### config.mk
export PLATFORM = sky130hd
export DESIGN_NAME = pe_pad_sequencer
export DESIGN_NICKNAME = d
export VERILOG_FILES = /design/src/rtl/pe_pad_sequencer.sv
export SDC_FILE = /design/constraint.sdc
export NUM_CORES = 1
export LEC_CHECK = 0
export CAP_MARGIN = 20
export CORE_MARGIN = 4
export CORE_UTILIZATION = 42
export CTS_CLUSTER_DIAMETER = 60
export DETAILED_ROUTE_END_ITERATION = 8
export SYNTH_ARGS = -nofsm -noshare
export SYNTH_HDL_FRONTEND = slang
export SYNTH_SLANG_ARGS = --single-unit
### constraint.sdc
create_clock -name clk -period 19.4 [get_ports clk]
set_input_delay 1.94 -clock clk [delete_from_list [all_inputs] [get_ports clk]]
set_output_delay 1.94 -clock clk [all_outputs]
set_load 0.1 [all_outputs]
### src/rtl/pe_pad_sequencer.sv
// pe_pad_sequencer
//
// Per-PE control sequencer. For one configured tile it walks the convolution
// loop nest (outer to inner: pixel ow, filter row r, channel c, filter m)
// and issues one MAC control beat per accepted handshake. Each beat carries
// the ipad/wpad/ppad addresses and the psum first/last flags.
//
// Ports:
//   clk, rst        clock, synchronous active-high reset
//   start           one-cycle pulse: check and latch cfg_* and begin a tile
//   cfg_pch/pm/r/u/tw  tile configuration (Pch, Pm, R, U, Tw)
//   out_vld/out_rdy beat handshake towards the datapath fetch stage
//   ip_raddr        ipad read address  ((base + r*pch + c) mod IPADSIZE)
//   wp_raddr        wpad read address  ((r*pch + c)*pm + m)
//   pp_addr         ppad address (= m)
//   fstrow          first (r,c) of the pixel: psum starts from zero
//   lstrow          last (r,c) of the pixel: psum is written out
//   lastpix         beat belongs to pixel Tw-1
//   busy            tile in progress
//   done            one-cycle pulse after the final beat was accepted
//   cfg_err         one-cycle pulse: start rejected because of illegal config
//
// States:
//   S_IDLE | waiting for start, config checked on start
//   S_RUN  | issuing beats, counters advance on out_vld && out_rdy
//   S_DONE | one-cycle done pulse, then back to S_IDLE

module pe_pad_sequencer #(
  parameter int IPADSIZE   = 12,
  parameter int WPADSIZE   = 48,
  parameter int PPADSIZE   = 64,
  parameter int IPADADDRWD = $clog2(IPADSIZE),
  parameter int WPADADDRWD = $clog2(WPADSIZE),
  parameter int PPADADDRWD = $clog2(PPADSIZE)
) (
  input  logic                  clk,
  input  logic                  rst,
  input  logic                  start,
  input  logic [3:0]            cfg_pch,
  input  logic [4:0]            cfg_pm,
  input  logic [3:0]            cfg_r,
  input  logic [2:0]            cfg_u,
  input  logic [6:0]            cfg_tw,
  output logic                  out_vld,
  input  logic                  out_rdy,
  output logic [IPADADDRWD-1:0] ip_raddr,
  output logic [WPADADDRWD-1:0] wp_raddr,
  output logic [PPADADDRWD-1:0] pp_addr,
  output logic                  fstrow,
  output logic                  lstrow,
  output logic                  lastpix,
  output logic                  busy,
  output logic                  done,
  output logic                  cfg_err
);

  // One extra bit so a pixel step of exactly IPADSIZE fits, and two extra
  // bits for the base + step sum before the modulo subtract.
  localparam int STEPW = IPADADDRWD + 1;
  localparam int SUMW  = IPADADDRWD + 2;
  localparam logic [STEPW-1:0] IPSZ_S = STEPW'(IPADSIZE);
  localparam logic [SUMW-1:0]  IPSZ_B = SUMW'(IPADSIZE);

  typedef enum logic [1:0] {
    S_IDLE = 2'd0,
    S_RUN  = 2'd1,
    S_DONE = 2'd2
  } state_t;

  state_t state_q, state_d;

  // latched configuration
  logic [3:0]            cpch_q, cpch_d;
  logic [4:0]            cpm_q,  cpm_d;
  logic [3:0]            cr_q,   cr_d;
  logic [6:0]            ctw_q,  ctw_d;
  logic [STEPW-1:0]      step_q, step_d;

  // loop counters and address state
  logic [4:0]            m_q,    m_d;
  logic [3:0]            c_q,    c_d;
  logic [3:0]            r_q,    r_d;
  logic [6:0]            ow_q,   ow_d;
  logic [IPADADDRWD-1:0] base_q, base_d;
  logic [IPADADDRWD-1:0] ip_q,   ip_d;
  logic [WPADADDRWD-1:0] wp_q,   wp_d;

  logic                  fst_q,  fst_d;
  logic                  lst_q,  lst_d;
  logic                  lpx_q,  lpx_d;
  logic                  err_q,  err_d;

  // ---------------------------------------------------------------------
  // Config legality check (only evaluated on a start in IDLE)
  // ---------------------------------------------------------------------
  logic [15:0] prod_cr, prod_cmr, prod_uc;
  logic        cfg_bad;

  always_comb begin
    prod_cr  = 16'(cfg_pch) * 16'(cfg_r);
    prod_cmr = prod_cr * 16'(cfg_pm);
    prod_uc  = 16'(cfg_u) * 16'(cfg_pch);
    cfg_bad  = (cfg_pch == 4'd0) || (cfg_pm == 5'd0) || (cfg_r == 4'd0) ||
               (cfg_u == 3'd0) || (cfg_tw == 7'd0) ||
               (prod_cr  > 16'(IPADSIZE)) ||
               (prod_cmr > 16'(WPADSIZE)) ||
               (16'(cfg_pm) > 16'(PPADSIZE)) ||
               (prod_uc  > 16'(IPADSIZE));
  end

  // ---------------------------------------------------------------------
  // Modulo helpers: both sums stay below 2*IPADSIZE, so one conditional
  // subtract is enough.
  // ---------------------------------------------------------------------
  logic [STEPW-1:0]      ip_inc;
  logic [IPADADDRWD-1:0] ip_next;
  logic [SUMW-1:0]       base_sum;
  logic [IPADADDRWD-1:0] base_next;

  always_comb begin
    ip_inc = {1'b0, ip_q} + STEPW'(1);
    if (ip_inc >= IPSZ_S) begin
      ip_inc = ip_inc - IPSZ_S;
    end
    ip_next = ip_inc[IPADADDRWD-1:0];

    base_sum = {2'b00, base_q} + {1'b0, step_q};
    if (base_sum >= IPSZ_B) begin
      base_sum = base_sum - IPSZ_B;
    end
    base_next = base_sum[IPADADDRWD-1:0];
  end

  // ---------------------------------------------------------------------
  // Last-index compares on the current counters
  // ---------------------------------------------------------------------
  logic last_m, last_c, last_r, last_ow;

  always_comb begin
    last_m  = (m_q  == cpm_q  - 5'd1);
    last_c  = (c_q  == cpch_q - 4'd1);
    last_r  = (r_q  == cr_q   - 4'd1);
    last_ow = (ow_q == ctw_q  - 7'd1);
  end

  // ---------------------------------------------------------------------
  // Next-state logic
  // ---------------------------------------------------------------------
  always_comb begin
    state_d = state_q;
    cpch_d  = cpch_q;
    cpm_d   = cpm_q;
    cr_d    = cr_q;
    ctw_d   = ctw_q;
    step_d  = step_q;
    m_d     = m_q;
    c_d     = c_q;
    r_d     = r_q;
    ow_d    = ow_q;
    base_d  = base_q;
    ip_d    = ip_q;
    wp_d    = wp_q;
    err_d   = 1'b0;

    case (state_q)
      S_IDLE: begin
        if (start) begin
          if (cfg_bad) begin
            err_d = 1'b1;
          end else begin
            cpch_d  = cfg_pch;
            cpm_d   = cfg_pm;
            cr_d    = cfg_r;
            ctw_d   = cfg_tw;
            step_d  = STEPW'(prod_uc);
            m_d     = '0;
            c_d     = '0;
            r_d     = '0;
            ow_d    = '0;
            base_d  = '0;
            ip_d    = '0;
            wp_d    = '0;
            state_d = S_RUN;
          end
        end
      end

      S_RUN: begin
        if (out_rdy) begin
          // wp_raddr is the beat index within the pixel, and ip offset
          // (r*pch + c) moves by one on every (r,c) step, so both are
          // plain increments with a reset at the pixel boundary.
          if (!last_m) begin
            m_d  = m_q + 5'd1;
            wp_d = wp_q + WPADADDRWD'(1);
          end else begin
            m_d = '0;
            if (!last_c) begin
              c_d  = c_q + 4'd1;
              ip_d = ip_next;
              wp_d = wp_q + WPADADDRWD'(1);
            end else begin
              c_d = '0;
              if (!last_r) begin
                r_d  = r_q + 4'd1;
                ip_d = ip_next;
                wp_d = wp_q + WPADADDRWD'(1);
              end else begin
                r_d  = '0;
                wp_d = '0;
                if (!last_ow) begin
                  ow_d   = ow_q + 7'd1;
                  base_d = base_next;
                  ip_d   = base_next;
                end else begin
                  state_d = S_DONE;
                end
              end
            end
          end
        end
      end

      S_DONE: begin
        state_d = S_IDLE;
      end

      default: begin
        state_d = S_IDLE;
      end
    endcase

    // Flags are registered from the next counter values so the outputs
    // come straight from flops.
    fst_d = (r_d == 4'd0) && (c_d == 4'd0);
    lst_d = (r_d == cr_d - 4'd1) && (c_d == cpch_d - 4'd1);
    lpx_d = (ow_d == ctw_d - 7'd1);
  end

  // ---------------------------------------------------------------------
  // State registers
  // ---------------------------------------------------------------------
  always_ff @(posedge clk) begin
    if (rst) begin
      state_q <= S_IDLE;
      cpch_q  <= '0;
      cpm_q   <= '0;
      cr_q    <= '0;
      ctw_q   <= '0;
      step_q  <= '0;
      m_q     <= '0;
      c_q     <= '0;
      r_q     <= '0;
      ow_q    <= '0;
      base_q  <= '0;
      ip_q    <= '0;
      wp_q    <= '0;
      fst_q   <= 1'b0;
      lst_q   <= 1'b0;
      lpx_q   <= 1'b0;
      err_q   <= 1'b0;
    end else begin
      state_q <= state_d;
      cpch_q  <= cpch_d;
      cpm_q   <= cpm_d;
      cr_q    <= cr_d;
      ctw_q   <= ctw_d;
      step_q  <= step_d;
      m_q     <= m_d;
      c_q     <= c_d;
      r_q     <= r_d;
      ow_q    <= ow_d;
      base_q  <= base_d;
      ip_q    <= ip_d;
      wp_q    <= wp_d;
      fst_q   <= fst_d;
      lst_q   <= lst_d;
      lpx_q   <= lpx_d;
      err_q   <= err_d;
    end
  end

  // ---------------------------------------------------------------------
  // Outputs: beat fields are forced to zero outside RUN so IDLE/DONE
  // present an all-zero bus regardless of leftover counter values.
  // ---------------------------------------------------------------------
  logic run;

  always_comb begin
    run      = (state_q == S_RUN);
    out_vld  = run;
    busy     = run;
    done     = (state_q == S_DONE);
    cfg_err  = err_q;
    ip_raddr = run ? ip_q : '0;
    wp_raddr = run ? wp_q : '0;
    pp_addr  = run ? PPADADDRWD'(m_q) : '0;
    fstrow   = run & fst_q;
    lstrow   = run & lst_q;
    lastpix  = run & lpx_q;
  end

endmodule

Routed metal, one color a layer:
The bar under the picture is 50 um long. Only two layers are drawn.
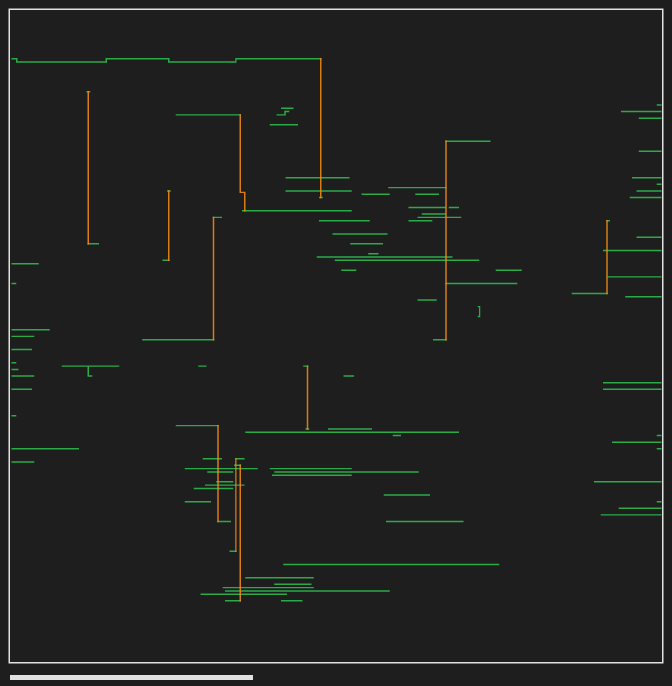
Key: M3 = green [wire length 894 um]; M4 = orange [wire length 255 um]

Wire density map:
27 x 27 tiles, from white (low) to dark blue (high), scaled to the fullest tile. Values are wire area over tile area, all layers added.
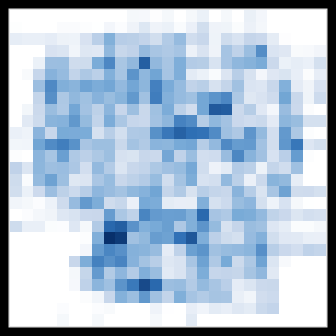
The fullest tile reaches 0.61. The emptiest ninth of the die: south-west. 12% of the tiles are over half the peak. The mean over all tiles is 0.15. 21% of the tiles are nearly empty.

Routing congestion map:
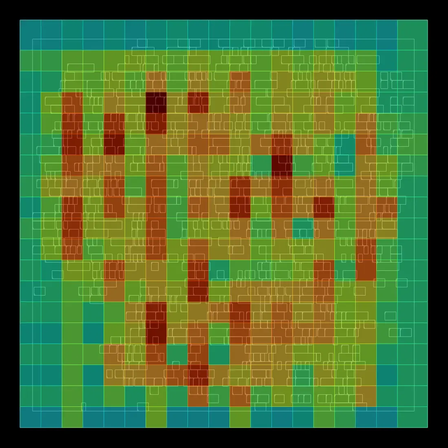
wire length per cell: 16.2 um
gr busiest metal: met2
GRT Overall Usage: 19.8%

==> out/metrics.csv <==
stage;metric;value;unit
worst_setup_path;cp_top_family;adder cells;
power;pwr-share-clk;30.6;%
final_layout;nets;964;
power;pg_seq;135;uW
detailed_routing;drt-initial-drc-count;369;
grt;antenna_found_initial;0;
final_layout;clock_buffers;13;
timing;clock_skew;0.00430;ns
worst_setup_path;critPathSlowestCell;or4_4;
final_layout;buffers;50;
final_layout;clkCellAreaFrac;4.16;%
flow_run;tool_warnings;27;
timing;fmax;0.0897;GHz
clocking;cts-root-buf;clkbuf_16;
detailed_routing;antenna_left;0;
run_status;status;complete, no violations;
timing;setup_viol;0;
grt;grt_pass1_vias;5866;
grt;use_met3;4.09;%
detailed_routing;wl_met2;7.89;mm
floorplanning;initCoreUtil;43.5;%
grt;grt_pass1_wl;29.4;mm
final_layout;comb_area;5030;um^2
final_layout;lay_top_cells;nand2_1 (83), nor2_1 (69), dfxtp_1 (65), and2_1 (63), ha_1 (59);
yosys;top_area_cell;dfxtp_1;
grt;grt_use_met1;27.5;%
final_layout;final_area;7590;um^2
detailed_routing;wl_met1;8.26;mm
worst_setup_path;crit_path_max_incr_delay;0.77;ns
final_layout;final-seq-area;1300;um^2
clocking;ctsHoldBuffers;0;
yosys;synth_seq_share;19.5;%
placement;place_area;7270;um^2
yosys;synth_area;6680;um^2
final_layout;seqAreaFraction;17.2;%
final_layout;largest_class;combinational gates;
floorplanning;coreArea;15400;um^2
yosys;most_common_cell;nand2_1;
yosys;yosys_warnings;0;
yosys;synth_cell_type_count;80;
final_layout;comb_share;66.3;%
floorplanning;die-height;134;um
worst_setup_path;endpoint_kind;register;
final_layout;flops;65;
grt;gr-usage-met2;32.0;%
power;intPower;346;uW
yosys;topCellsByArea;dfxtp_1 (19%), ha_1 (11%), fa_1 (7.8%);
worst_setup_path;cpMostUsedCell;fa_1;
placement;place.detailed.hpwl;13.5;mm
power;p_switching;208;uW
worst_setup_path;path_buffers;4;
timing;finalCriticalPeriod;11.14;ns
timing;slew_headroom;28.2;%
clocking;insertion_delay;0.33;ns
floorplanning;num_tap_cells;211;
yosys;synth_nets;943;
final_layout;nFillCells;1479;
timing;rsz0062_at_grt;false;
detailed_routing;via_per_inst;5.59;
placement;numPortBuffers;48;
power;clk-power;170;uW
final_layout;comb.multi_input.count;676;
worst_setup_path;path_class;input pin to register;
timing;finalHoldViolCount;0;
detailed_routing;vias;5961;
timing;maxSlewViolCount;0;
power;leakagePower;3.20;nW
yosys;ys_area;6680;um^2
clocking;cts_tree;built;
yosys;async_reset_ff_share;0;%
yosys;ys_ff;65;
clocking;h-tree-depth;3;
worst_setup_path;cp_data_required_time;19.68;ns
yosys;synth.avg_cell_area;8.04;um^2
final_layout;syn2layout_area_growth;13.6;%
clocking;cts_max_path_buffers;2;
clocking;clock-sinks;65;
worst_setup_path;arrival;11.42;ns
final_layout;final-nonclk-buf-share;6.47;%
yosys;ys_cells;831;
final_layout;layout_top_cell;nand2_1;
floorplanning;ios;50;
power;largestPowerGroup;combinational logic;
final_layout;antenna_cells;0;
yosys;synth_cells;831;
power;comb_power_share;45.0;%
power;power_density;73.1;nW/um^2
detailed_routing;wl;17.3;mm
floorplanning;die_w;134;um
flow_run;max_cap_violations;0;
hold_path;hold_path_class;register to register;
detailed_routing;wl_met3;894;um
floorplanning;rows;45;
yosys;enable_flop_cells;0;
clocking;ctsResizeCount;0;
detailed_routing;drc;0;
floorplanning;dieArea;18000;um^2
timing;min_period_over_period;57.4;%
clocking;post_cts_buffers;0;
clocking;numCtsBuffers;9;
power;swShare;37.5;%
yosys;ys_top_cells_by_count;nand2_1 (83), nor2_1 (69), dfxtp_1 (65);
final_layout;inverters;50;
final_layout;drive_gt1_share;4.79;%
placement;finalWeightedCongestion;0.882;
yosys;ff_type;dfxtp_1;
power;irDropWorstVdd;0.0419;mV
yosys;yosysTopAreaCellShare;19.5;%
worst_setup_path;critPathMaxFanout;38;
detailed_routing;first_pass_iters;5;
grt;grt_max_degree;57;
grt;gr-total-overflow;0;
timing;worst_pin_slew;1.08;ns
detailed_routing;highest_layer;met4;
power;pg_comb;250;uW
power;power_frac_seq;24.4;%
clocking;clk_pin_slew;0.05;ns
worst_setup_path;startpoint_type;input pin;
timing;setup_tns;0;ns
Signal wires on met1:
The bar under the picture is 50 um long. Cells faint in the background.
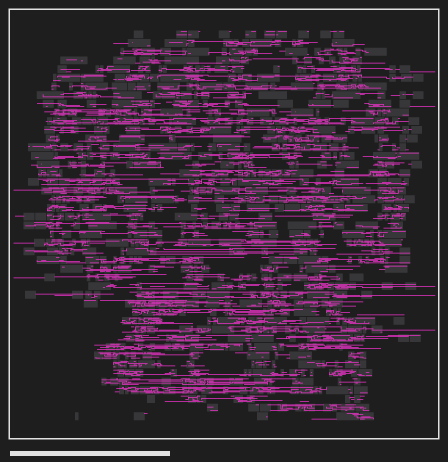
The wires run mostly horizontal. The longest straight run is 57.0 um. The layer carries 8260 um of wire.

Close-up of the layout:
The bar under the picture is 5 um long. Region (91, 91) to (111, 111) um. Cells in gray, sequential cells in the stronger gray; small squares are vias.
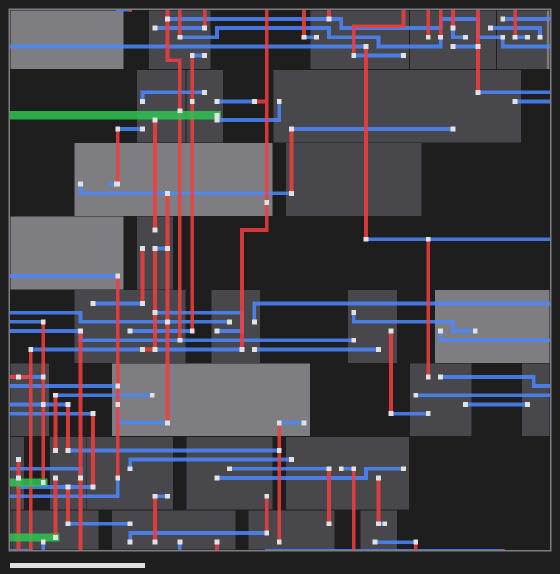
Key: M1 = blue; M2 = red; M3 = green
Netlist names of flops here include `r_q` (2), `wp_q` (2). 27 logic cells have their middle in the window. Most frequent: dfxtp_1 (5), xnor2_1 (4), nor2_1 (3). Sequential cells in the window: 5.

-- cell families after synthesis --
| group | count (synthesis) | synth area share (%) |
|---|---|---|
| buf+inv | 90 | 5.36 |
| flops | 65 | 19.5 |
| mux | 28 | 4.46 |
| fa+ha+maj | 85 | 18.8 |
| compound gates | 140 | 14.2 |
| simple gates | 358 | 28.4 |
| other cells | 1 | 0.0561 |
| xor+xnor | 64 | 9.25 |
-- path summary, 6_finish.rpt --
| path | start | end | slack, ns | depth (start not counted) |
|---|---|---|---|---|
| hold reg to reg | step_q[4] | step_q[4] | 0.45 | 2 |
| setup reg to reg | cpm_q[0] | lpx_q | 15.56 | 12 |
| hold / removal | step_q[4] | step_q[4] | 0.45 | 2 |
| setup / recovery | cfg_pch[1] | lpx_q | 8.26 | 31 |
-- registers in the layout, indices dropped and copies added (netlist names) --
name     count
wp_q         6
base_q       4
step_q       5
lpx_q        1
ip_q         4
cr_q         4
lst_q        1
c_q          4
cpm_q        5
ow_q         7
cpch_q       4
cfg_err      1
state_q      2
r_q          4
m_q          5
fst_q        1
ctw_q        7
-- stage by stage --
| step | util [%] | hold slack (ns) | total power [mW] | cells | setup slack, ns |
|---|---|---|---|---|---|
| floorplan | - | 0.422 | 0.325 | 831 | 9.09 |
| global placement | 47.3 | 0.442 | 0.383 | 1052 | 8.23 |
| detailed placement | 47.3 | 0.438 | 0.384 | 1052 | 8.00 |
| CTS | 49.4 | 0.449 | 0.556 | 1067 | 8.32 |
| global route | 49.4 | 0.471 | 0.596 | 1067 | 7.53 |
| finish | 49.4 | 0.449 | 0.555 | 1067 | 8.26 |
-- tightest hold or removal path, delay by kind of cell, from the launching register on --
kind                   cells  cell delay [ns]
flip-flops                 1             0.32
AND/OR/NAND/NOR            1             0.03
buffers and inverters      1             0.05
Power and IR drop assume default switching activity.
